===== src/rtl/config_chain_loader_pkg.sv =====
// Shared definitions for the configuration chain loader: FSM encoding and CRC-16-CCITT constants.
package config_chain_loader_pkg;

  localparam int unsigned CRC_W = 16;
  localparam logic [CRC_W-1:0] CRC_POLY = 16'h1021;
  localparam logic [CRC_W-1:0] CRC_INIT = 16'hFFFF;

  typedef enum logic [1:0] {
    IDLE   = 2'd0,
    LOAD   = 2'd1,
    VERIFY = 2'd2,
    DONE   = 2'd3
  } state_t;

  // One bit-serial CRC-16-CCITT step, MSB-first, no reflection.
  function automatic logic [CRC_W-1:0] crc16_step(input logic [CRC_W-1:0] crc,
                                                 input logic bit_in);
    logic fb;
    fb = crc[CRC_W-1] ^ bit_in;
    return {crc[CRC_W-2:0], 1'b0} ^ (fb ? CRC_POLY : CRC_W'(0));
  endfunction

endpackage


===== src/rtl/config_chain_loader_if.sv =====
// Word-stream handshake between the bitstream source and the chain loader.
interface config_chain_loader_if #(
  parameter int unsigned WORD_W = 8
) ();

  logic [WORD_W-1:0] s_data;
  logic              s_valid;
  logic              s_ready;

  modport master (output s_data, output s_valid, input s_ready);
  modport slave  (input s_data, input s_valid, output s_ready);

endinterface


===== src/rtl/config_chain_loader_crc16_serial.sv =====
// Bit-serial CRC-16 accumulator; clr reloads the init value and wins over en.
module crc16_serial
  import config_chain_loader_pkg::*;
(
  input  logic             config_clk,
  input  logic             clr,
  input  logic             en,
  input  logic             bit_in,
  output logic [CRC_W-1:0] crc
);

  // Absorb one bit per enabled cycle.
  always_ff @(posedge config_clk) begin
    if (clr) begin
      crc <= CRC_INIT;
    end else if (en) begin
      crc <= crc16_step(crc, bit_in);
    end
  end

endmodule


===== src/rtl/config_chain_loader.sv =====
// Shifts a word-stream configuration image into the serial config chain, then optionally
// recirculates the chain once and compares the readback CRC with the load CRC.
module config_chain_loader
  import config_chain_loader_pkg::*;
#(
  parameter int unsigned CHAIN_LEN = 64,
  parameter int unsigned WORD_W    = 8,
  parameter int unsigned VERIFY_EN = 1,
  parameter int unsigned CNT_W     = 16
) (
  input  logic                  config_clk,
  input  logic                  GSR,
  input  logic                  start,
  config_chain_loader_if.slave  stream,
  output logic                  config_in,
  output logic                  config_en,
  input  logic                  config_out,
  output logic                  busy,
  output logic                  done,
  output logic                  crc_ok,
  output logic [CRC_W-1:0]      crc_val
);

  localparam int unsigned NUM_WORDS = (CHAIN_LEN + WORD_W - 1) / WORD_W;
  localparam int unsigned LAST_BITS = ((CHAIN_LEN % WORD_W) == 0) ? WORD_W : (CHAIN_LEN % WORD_W);
  localparam int unsigned BCNT_W    = $clog2(WORD_W + 1);

  state_t             state;
  logic [WORD_W-1:0]  word_buf;
  logic [BCNT_W-1:0]  buf_cnt;
  logic [CNT_W-1:0]   bit_cnt;
  logic [CNT_W-1:0]   words_taken;
  logic               ok_valid;

  logic               in_load;
  logic               in_verify;
  logic               shifting;
  logic               rdy;
  logic               take;
  logic               start_acc;
  logic               last_bit;
  logic               crc_clr;
  logic [BCNT_W-1:0]  fill_cnt;
  logic [CRC_W-1:0]   crc_load;
  logic [CRC_W-1:0]   crc_rb;

  // Decode of registered state: shift qualifiers, refill handshake, chain drive.
  assign in_load     = (state == LOAD);
  assign in_verify   = (state == VERIFY);
  assign shifting    = in_load && (buf_cnt != BCNT_W'(0));
  assign rdy         = in_load && (buf_cnt <= BCNT_W'(1)) && (words_taken < CNT_W'(NUM_WORDS));
  assign take        = rdy && stream.s_valid;
  assign start_acc   = (state == IDLE) && start;
  assign last_bit    = (bit_cnt == CNT_W'(CHAIN_LEN - 1));
  assign crc_clr     = GSR || start_acc;
  assign fill_cnt    = (words_taken == CNT_W'(NUM_WORDS - 1)) ? BCNT_W'(LAST_BITS) : BCNT_W'(WORD_W);

  assign stream.s_ready = rdy;
  assign config_en      = shifting || in_verify;
  assign config_in      = in_verify ? config_out : (shifting & word_buf[0]);
  assign crc_val        = crc_load;
  assign crc_ok         = ok_valid && ((VERIFY_EN == 0) || (crc_rb == crc_load));

  // Loader FSM with word buffer, bit counter and status flags.
  always_ff @(posedge config_clk) begin
    if (GSR) begin
      state       <= IDLE;
      word_buf    <= '0;
      buf_cnt     <= '0;
      bit_cnt     <= '0;
      words_taken <= '0;
      busy        <= 1'b0;
      done        <= 1'b0;
      ok_valid    <= 1'b0;
    end else begin
      done <= 1'b0;
      case (state)
        IDLE: begin
          if (start) begin
            state       <= LOAD;
            word_buf    <= '0;
            buf_cnt     <= '0;
            bit_cnt     <= '0;
            words_taken <= '0;
            busy        <= 1'b1;
            ok_valid    <= 1'b0;
          end
        end
        LOAD: begin
          if (take) begin
            word_buf    <= stream.s_data;
            buf_cnt     <= fill_cnt;
            words_taken <= words_taken + CNT_W'(1);
          end else if (shifting) begin
            word_buf <= word_buf >> 1;
            buf_cnt  <= buf_cnt - BCNT_W'(1);
          end
          if (shifting) begin
            if (last_bit) begin
              bit_cnt <= '0;
              if (VERIFY_EN != 0) begin
                state <= VERIFY;
              end else begin
                state    <= DONE;
                done     <= 1'b1;
                busy     <= 1'b0;
                ok_valid <= 1'b1;
              end
            end else begin
              bit_cnt <= bit_cnt + CNT_W'(1);
            end
          end
        end
        VERIFY: begin
          if (last_bit) begin
            state    <= DONE;
            done     <= 1'b1;
            busy     <= 1'b0;
            ok_valid <= 1'b1;
            bit_cnt  <= '0;
          end else begin
            bit_cnt <= bit_cnt + CNT_W'(1);
          end
        end
        DONE: begin
          state <= IDLE;
        end
        default: begin
          state <= IDLE;
        end
      endcase
    end
  end

  crc16_serial u_crc_load (
    .config_clk (config_clk),
    .clr        (crc_clr),
    .en         (shifting),
    .bit_in     (word_buf[0]),
    .crc        (crc_load)
  );

  crc16_serial u_crc_rb (
    .config_clk (config_clk),
    .clr        (crc_clr),
    .en         (in_verify),
    .bit_in     (config_out),
    .crc        (crc_rb)
  );

endmodule


===== src/flat_wrapper.sv =====
// flat-port wrapper written by rule: the top's interface ports become plain ports
module config_chain_loader_flat import config_chain_loader_pkg::*;
#(
  parameter int unsigned CHAIN_LEN = 64,
  parameter int unsigned WORD_W    = 8,
  parameter int unsigned VERIFY_EN = 1,
  parameter int unsigned CNT_W     = 16
)
  (config_clk, GSR, start, config_in, config_en, config_out, busy, done, crc_ok, crc_val, stream_s_data, stream_s_valid, stream_s_ready);
  config_chain_loader_if #(.WORD_W(WORD_W)) stream_i ();
  input  logic config_clk;
  input  logic GSR;
  input  logic start;
  output logic config_in;
  output logic config_en;
  input  logic config_out;
  output logic busy;
  output logic done;
  output logic crc_ok;
  output logic [CRC_W-1:0] crc_val;
  input wire logic [$bits(stream_i.s_data)-1:0] stream_s_data;
  input wire logic [$bits(stream_i.s_valid)-1:0] stream_s_valid;
  output wire logic [$bits(stream_i.s_ready)-1:0] stream_s_ready;
  assign stream_i.s_data = stream_s_data;
  assign stream_i.s_valid = stream_s_valid;
  assign stream_s_ready = stream_i.s_ready;
  config_chain_loader #(.CHAIN_LEN(CHAIN_LEN), .WORD_W(WORD_W), .VERIFY_EN(VERIFY_EN), .CNT_W(CNT_W)) u_core (.config_clk(config_clk), .GSR(GSR), .start(start), .stream(stream_i), .config_in(config_in), .config_en(config_en), .config_out(config_out), .busy(busy), .done(done), .crc_ok(crc_ok), .crc_val(crc_val));
endmodule

===== config.mk =====
export PLATFORM = sky130hd
export DESIGN_NAME = config_chain_loader_flat
export DESIGN_NICKNAME = d
export VERILOG_FILES = /design/src/rtl/config_chain_loader_pkg.sv /design/src/rtl/config_chain_loader_if.sv /design/src/rtl/config_chain_loader_crc16_serial.sv /design/src/rtl/config_chain_loader.sv /design/src/flat_wrapper.sv
export SDC_FILE = /design/constraint.sdc
export NUM_CORES = 1
export LEC_CHECK = 0
export CAP_MARGIN = 20
export CORE_ASPECT_RATIO = 1.5
export CORE_MARGIN = 3
export CORE_UTILIZATION = 40
export CTS_CLUSTER_DIAMETER = 60
export CTS_CLUSTER_SIZE = 40
export DETAILED_ROUTE_END_ITERATION = 8
export PLACE_DENSITY = 0.69
export RECOVER_POWER = 50
export SYNTH_ARGS = -nofsm -noshare
export SYNTH_HDL_FRONTEND = slang
export SYNTH_SLANG_ARGS = --single-unit

===== constraint.sdc =====
create_clock -name config_clk -period 5.8 [get_ports config_clk]
set_input_delay 1.74 -clock config_clk [delete_from_list [all_inputs] [get_ports config_clk]]
set_output_delay 1.74 -clock config_clk [all_outputs]
set_load 0.1 [all_outputs]

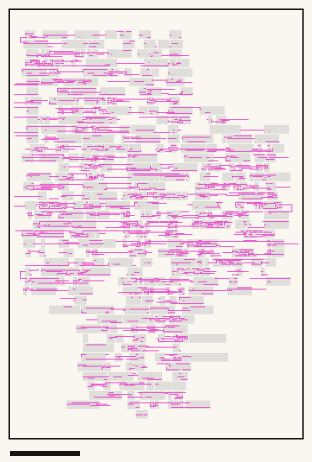
Figure 1: run 1, metal 1.
The bar under the picture is 20 um long. Cells faint in the background.
The wires run mostly horizontal. The layer holds 42% of the routed length. The layer carries 3360 um of wire. 416 nets have wire on it.
total number of vias: 2860
drt total wl: 7950 um

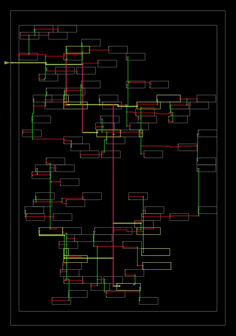
Figure 2: run 1, clock routing.
CTS sink cnt: 81
Num CTS Buffers: 9
Latency at later pin: 330 ps

==> run notes, run 1 <==
fresh numbers from the pnr run: Final Power ~0.0019 W, total iterations of the first detailed-routing run 4, gp weighted congestion approximately 0.8, Yosys Instances 400, worst hold path type reg -> reg, WL/cell 14.7 um, Post CTS Setup Buffer Count 0, internal power between 0.001 and 0.0015 W, WP data arrival about 3000 ps, reg2reg setup slack roughly 2900 ps, clk slew on worst S/H paths approximately 60 ps, Die W around 84 um, post-layout period usage of the worst path 0.809, nets between 400 and 500, Layout Skew 7.06 ps, gr ovfl total 0, switching pwr approximately 0.0007 W, setup_tns 0 ps, share of layout cells above drive strength 1 0.0486, FP Util 0.421, flip-flops with a built-in enable 0, crit path DRT 4060 ps, max cap viols 0, final hold violations 0, Clock Root Buffer clkbuf_16, pin count of the biggest net entering global routing 34, setup violators final 0, die area slightly above 10000 um2, synth cell count leaders dfxtp_1, nand2_1, xor2_1, # fillers 817, first-pass GRT wire length between 10000 and 15000 um, clock share of power 0.310, Clock Tree Buf Depth 2, top-count cell post-synth dfxtp_1, H-tree depth 3, OpenROAD warning count 30, pwr/cell area around 430 nW/um2, Synth area leaders dfxtp_1, nand2_1, mux2i_1, worst slew pin tran 1370 ps, Final Hold Slack 449 ps, unrepaired setup endpoints after global routing false, status complete, no violations, 1st-iter DRT viols 116
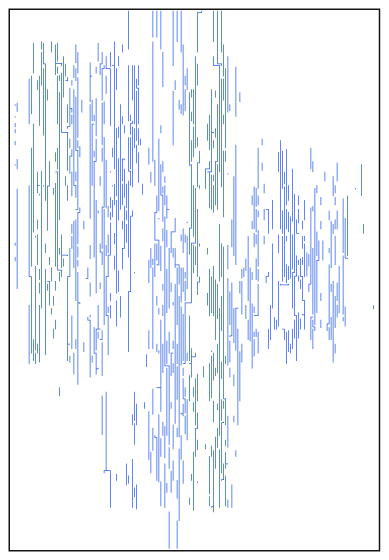
Figure 3: run 1, the metal 2 layer.
The layer holds 52% of the routed length. The layer carries 4160 um of wire.

==> run 1: layer usage <==
layer	global-route usage	routed length, um
met5	0	0
met4	0.0594	155
met2	0.292	4160
met3	0.0437	273
met1	0.192	3360
==> run 1: sequential cells by signal (all words and copies together) (netlist names) <==
| register | cells |
|---|---|
| u_core.u_crc_load.crc | 16 |
| u_core.word_buf | 8 |
| u_core.buf_cnt | 4 |
| u_core.busy | 1 |
| u_core.words_taken | 16 |
| u_core.done | 1 |
| u_core.ok_valid | 1 |
| u_core.u_crc_rb.crc | 16 |
| u_core.bit_cnt | 16 |
| u_core.state | 2 |
==> run 1: worst max-delay path, cell delays in order (launching register included) <==
cell,delay [ps]
dfxtp_1,320
inv_1,80
ha_1,360
nor4b_1,480
and3_1,240
clkdlybuf4s50_1,1130
==> run 1: stage by stage <==
step | setup slack (ps) | instance area (um2)
final | 1100 | 4330
after global routing | 817 | 4330
after CTS | 1040 | 4350
after detailed placement | 1370 | 4050
after global placement | 1370 | 4050
after floorplan | 451 | 3630
==> run 1: power by group through the flow <==
stage          logic, W  clock network, W  registers (W)
6_report       0.000661          0.000581       0.000630
5_1_grt        0.000720          0.000618       0.000636
4_1_cts        0.000675          0.000593       0.000630
3_5_place_dp   0.000671                 0       0.000642
3_3_place_gp   0.000663                 0       0.000640
2_1_floorplan  0.000425                 0       0.000744
==> run 1: cell usage in the layout, fill, tap and decap left out, types with 12 or more instances in the layout <==
master,n
clkdlybuf4s50_1,30
mux2i_1,22
xnor2_1,13
xor2_1,24
and2_1,21
nor3_1,12
nand2_1,62
dfxtp_1,81
nand3_1,19
nor2_1,23
==> run 1: layout make-up <==
type / count / area [um2] / area share
multi-input cells: 291 / 1890 / 0.436
flip-flops and latches: 81 / 1620 / 0.374
repair buffers: 37 / 357 / 0.0823
clock buffers: 10 / 229 / 0.0529
well taps: 107 / 134 / 0.0309
clock inverters: 4 / 70.1 / 0.0162
inverters: 9 / 33.8 / 0.00780
==> run 1: cell families (layout without fill, tap and decap cells) <==
| kind of cell | after synthesis | after routing | share of synthesized area |
|---|---|---|---|
| adder cells (fa/ha/maj) | 8 | 8 | 0.0276 |
| multiplexers | 23 | 23 | 0.0638 |
| AND/OR/NAND/NOR | 185 | 185 | 0.263 |
| XOR/XNOR | 37 | 37 | 0.0893 |
| buffers and inverters | 28 | 60 | 0.0310 |
| AND-OR/OR-AND | 38 | 38 | 0.0786 |
| flip-flops | 81 | 81 | 0.447 |
==> run 1: how the worst min path moves through the flow <==
stage / end / from / cells past startpoint / slack (ps)
global placement: u_core.words_taken[8] / u_core.words_taken[8] / 1 / 430
global route: u_core.word_buf[4] / u_core.word_buf[4] / 1 / 470
CTS: u_core.words_taken[11] / u_core.words_taken[11] / 1 / 450
finish: u_core.words_taken[11] / u_core.words_taken[11] / 1 / 450
floorplan: u_core.words_taken[11] / u_core.words_taken[11] / 1 / 420
detailed placement: u_core.words_taken[11] / u_core.words_taken[11] / 1 / 440
Figure 4. The metal 3 layer (run 1).
The bar under the picture is 20 um long.
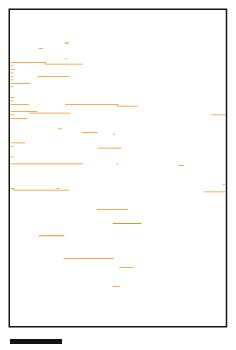

==> run 2: changes to the inputs <==
- PLACE_DENSITY: 0.69 -> 0.71
- clock period: 5.8 -> 4.1 ns (I/O delays scaled with it)
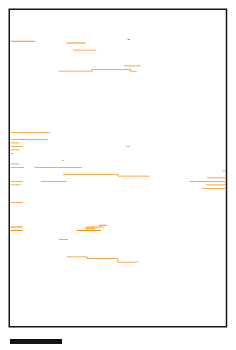
Figure 5: run 2, the metal 3 layer.
The bar under the picture is 20 um long.
The layer carries 286 um of wire. The longest straight run is 21.2 um.
total number of vias: 2845
drt total wl: 7480 um
Global Route met3 Usage: 0.0423

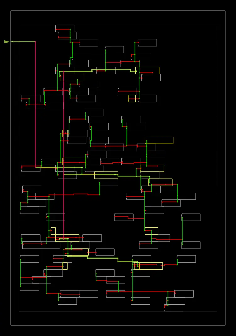
Figure 6: run 2, clock routing.
Layout Skew: 5.36 ps
Clock Buffer Count: 10
Clock group: 0.000789 W

==> run notes, run 2 <==
fresh numbers from the pnr run: crit path cell chain clkdlybuf4s50_1 -> nand2_1 -> o21ai_1 -> buf_12, WL met3 286 um, top-count cell post-synth dfxtp_1, WL/cell around 14 um, pwr/cell area ~600 nW/um2, WP data arrival 2230 ps, Hold Crit Start u_core.word_buf[2], Num CTS Buffers 9, Clock Tree Buf Depth 2, OpenROAD warning count 30, H-tree depth 3, first-pass GRT wire length 12700 um, Final Power between 0.002 and 0.003 W, Latency at later pin between 300 and 400 ps, gr ovfl total 0, setup_tns 0 ps, Synth area leaders dfxtp_1, nand2_1, mux2i_1, status complete, no violations, FP Util 0.421, reg2reg setup slack 1310 ps, CP max stage cell clkdlybuf4s50_1, slowest stage delay, CP about 530 ps, total iterations of the first detailed-routing run 4, Clock Root Buffer clkbuf_16, final hold violations 0, clk slew on worst S/H paths approximately 60 ps
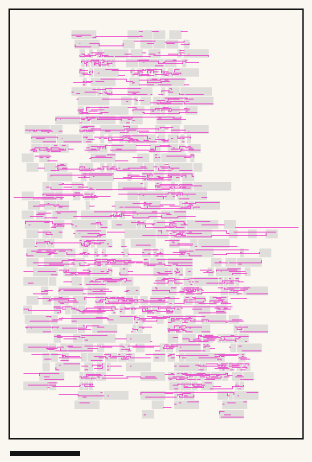
Figure 7: run 2, metal 1.
The bar under the picture is 20 um long. Cells faint in the background.
The layer carries 3330 um of wire. The wires run mostly horizontal.
met1 Use GR: 0.181

[run 2: cell count changes in the layout (fill, tap and decap cells not counted), moves of 2 or more]
cell             change
and2_0               +8
and2_1               -8
buf_4                +4
clkdlybuf4s50_1      -2
clkinv_2             +2
[run 2: where the power goes]
group / internal (W) / leakage (nW) / switching [W] / total, W
registers: 0.000838 / 0.655 / 0.0000561 / 0.000894
clock network: 0.000483 / 0.148 / 0.000305 / 0.000789
logic: 0.000291 / 0.874 / 0.000646 / 0.000937
total: 0.00161 / 1.68 / 0.00101 / 0.00262
[run 2: how the worst max path moves through the flow]
stage,start,end,slack (ps),depth (start not counted)
after floorplan,u_core.u_crc_load.crc[4],crc_ok,110,4
after global placement,config_out,config_in,600,4
after detailed placement,config_out,config_in,650,4
after CTS,u_core.state[1],stream_s_ready,610,5
after global routing,u_core.state[1],stream_s_ready,500,5
final,config_out,config_in,640,4
[run 2: kinds of logic after synthesis]
group / share of synthesized area
AND-OR/OR-AND: 0.0786
XOR/XNOR: 0.0893
adder cells (fa/ha/maj): 0.0276
buffers and inverters: 0.0310
flip-flops: 0.447
multiplexers: 0.0638
AND/OR/NAND/NOR: 0.263
[run 2: per-stage QoR]
step | util | hold slack [ps] | setup WS (ps) | cell area [um2] | std cells
finish | 0.505 | 456 | 639 | 4350 | 543
detailed placement | 0.472 | 439 | 650 | 4070 | 527
global route | 0.505 | 472 | 505 | 4350 | 543
CTS | 0.507 | 458 | 613 | 4370 | 543
floorplan | - | 420 | 107 | 3630 | 400
global placement | 0.472 | 436 | 602 | 4070 | 527
[run 2: routing by layer]
layer,track usage,vias to the layer above
met1,0.181,1351
met3,0.0423,8
li1,-,1438
met5,0,-
met2,0.259,48
met4,0.0644,0
[run 2: layout make-up]
class                   instances  area share
clock buffers                  10      0.0549
well taps                     107      0.0307
clock inverters                 6      0.0132
flip-flops and latches         81       0.372
multi-input cells             291       0.434
inverters                       9     0.00776
repair buffers                 39      0.0865
Figure 8. The metal 2 layer (run 2).
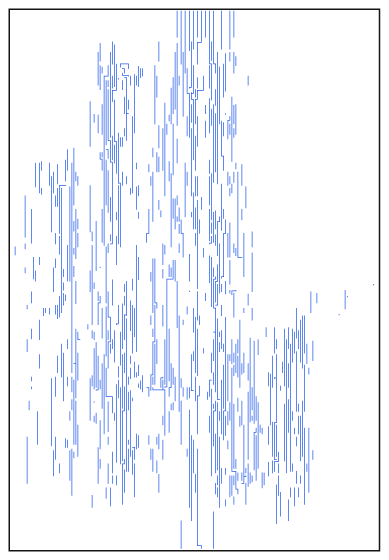

==> run 3: changes to the inputs <==
- clock period: 4.1 -> 2.9 ns (I/O delays scaled with it)
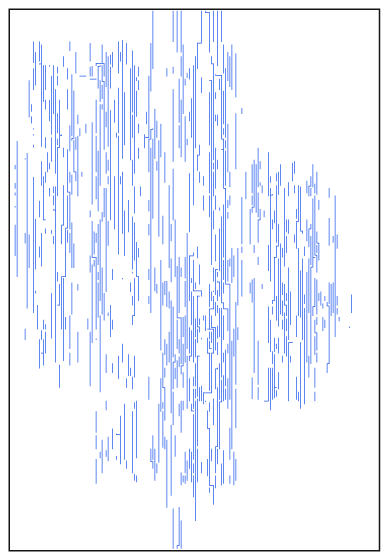
Figure 9: run 3, the metal 2 layer.
The longest straight run is 41.8 um. The layer holds 52% of the routed length. The layer carries 4150 um of wire.

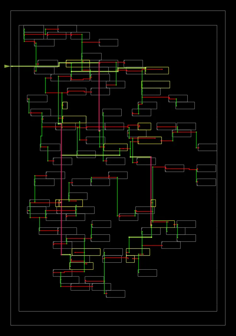
Figure 10: run 3, clock routing.
Latency at later pin: 340 ps
Layout Skew: 7.75 ps

==> run notes, run 3 <==
fresh numbers from the pnr run: status complete, no violations, reg2reg setup slack 650 ps, met2 GRT Util 0.281, Post CTS Setup Buffer Count 0, Most Used Layer, Global Route met2, flip-flops with a built-in enable 0, worst slew pin tran approximately 1200 ps, Die W 83.8 um, dpl cells 533, synth cell count leaders dfxtp_1, nand2_1, xor2_1, OpenROAD warning count 31, Yosys Instances 400, pre-CTS WS 178 ps, share of layout cells above drive strength 1 0.124, met1 Use GR 0.189, Final Hold Slack 450 ps, Global Route met3 Usage 0.0376, WL/cell about 15 um, H-tree depth 3, crit path DRT approximately 2000 ps, unrepaired setup endpoints after global routing false, post-layout period usage of the worst path 0.952, total iterations of the first detailed-routing run 4, Clock Tree Buf Depth 2, setup violators final 0, pin count of the biggest net entering global routing 33, Clock Root Buffer clkbuf_16, Num CTS Buffers 9, first-pass GRT wire length roughly 13000 um, worst hold path type reg -> reg, FP Util 0.421, gr ovfl total 0, max cap viols 0, WP data arrival ~1900 ps, Synth area leaders dfxtp_1, nand2_1, mux2i_1, pwr/cell area 887 nW/um2, top-count cell post-synth dfxtp_1, Final Non-Filler Cells roughly 550, clk slew on worst S/H paths 60 ps
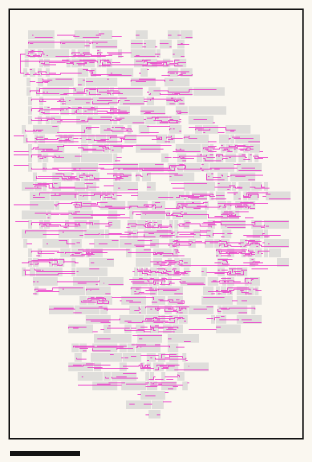
Figure 11: run 3, metal 1.
The bar under the picture is 20 um long. Cells faint in the background.
The wires run mostly horizontal. The layer carries 3360 um of wire. The longest straight run is 31.3 um.
total number of vias: 2879
drt total wl: 7960 um

run 3: kinds of logic after synthesis:
| family | synth area share |
|---|---|
| muxes | 0.0638 |
| adders and majority gates | 0.0276 |
| buffers and inverters | 0.0310 |
| xor gates and xnor gates | 0.0893 |
| and+or+nand+nor | 0.263 |
| AOI/OAI and AO/OA | 0.0786 |
| DFF | 0.447 |
run 3: routing by layer:
metal	share of wire	up-vias	wire length (um)
li1	-	1452	-
met1	0.42	1358	3360
met2	0.52	55	4150
met3	0.035	14	278
met4	0.023	0	181
met5	0	-	0
run 3: how the worst min path moves through the flow:
stage               slack (ps)  cells after the start                      to                   start
floorplan                  420                      1  u_core.words_taken[11]  u_core.words_taken[11]
global placement           440                      1      u_core.word_buf[3]      u_core.word_buf[3]
detailed placement         440                      1  u_core.words_taken[11]  u_core.words_taken[11]
CTS                        450                      1  u_core.words_taken[11]  u_core.words_taken[11]
global route               470                      1      u_core.word_buf[6]      u_core.word_buf[6]
finish                     450                      1  u_core.words_taken[11]  u_core.words_taken[11]
run 3: layout make-up:
cell class | count | area [um2]
timing repair buffer | 45 | 344
clock buffer | 11 | 243
clock inverter | 5 | 78.8
fill | 822 | 4210
sequential | 81 | 1640
multi-input combinational | 291 | 1930
inverter | 9 | 33.8
tap | 107 | 134
run 3: power breakdown:
group,switching [W],total [W],internal [W]
Sequential,0.0000751,0.00127,0.00119
Combinational,0.000964,0.00143,0.000466
Clock,0.000437,0.00121,0.000776
run 3: worst max-delay path, cell delays in order, from the launching register on:
cell and delay, ps:
dfxtp_1 300, or4_1 560, nor3_2 260, and3_1 240
buf_12 190
run 3: metrics by stage:
step	utilization	total power [W]	instance area (um2)	setup TNS [ps]
after global routing	0.511	0.00410	4410	0
after floorplan	-	0.00236	3670	-44.1
after global placement	0.481	0.00273	4150	0
after detailed placement	0.481	0.00274	4150	0
after CTS	0.518	0.00397	4470	0
final	0.511	0.00391	4410	0
Power and IR drop assume default switching activity.
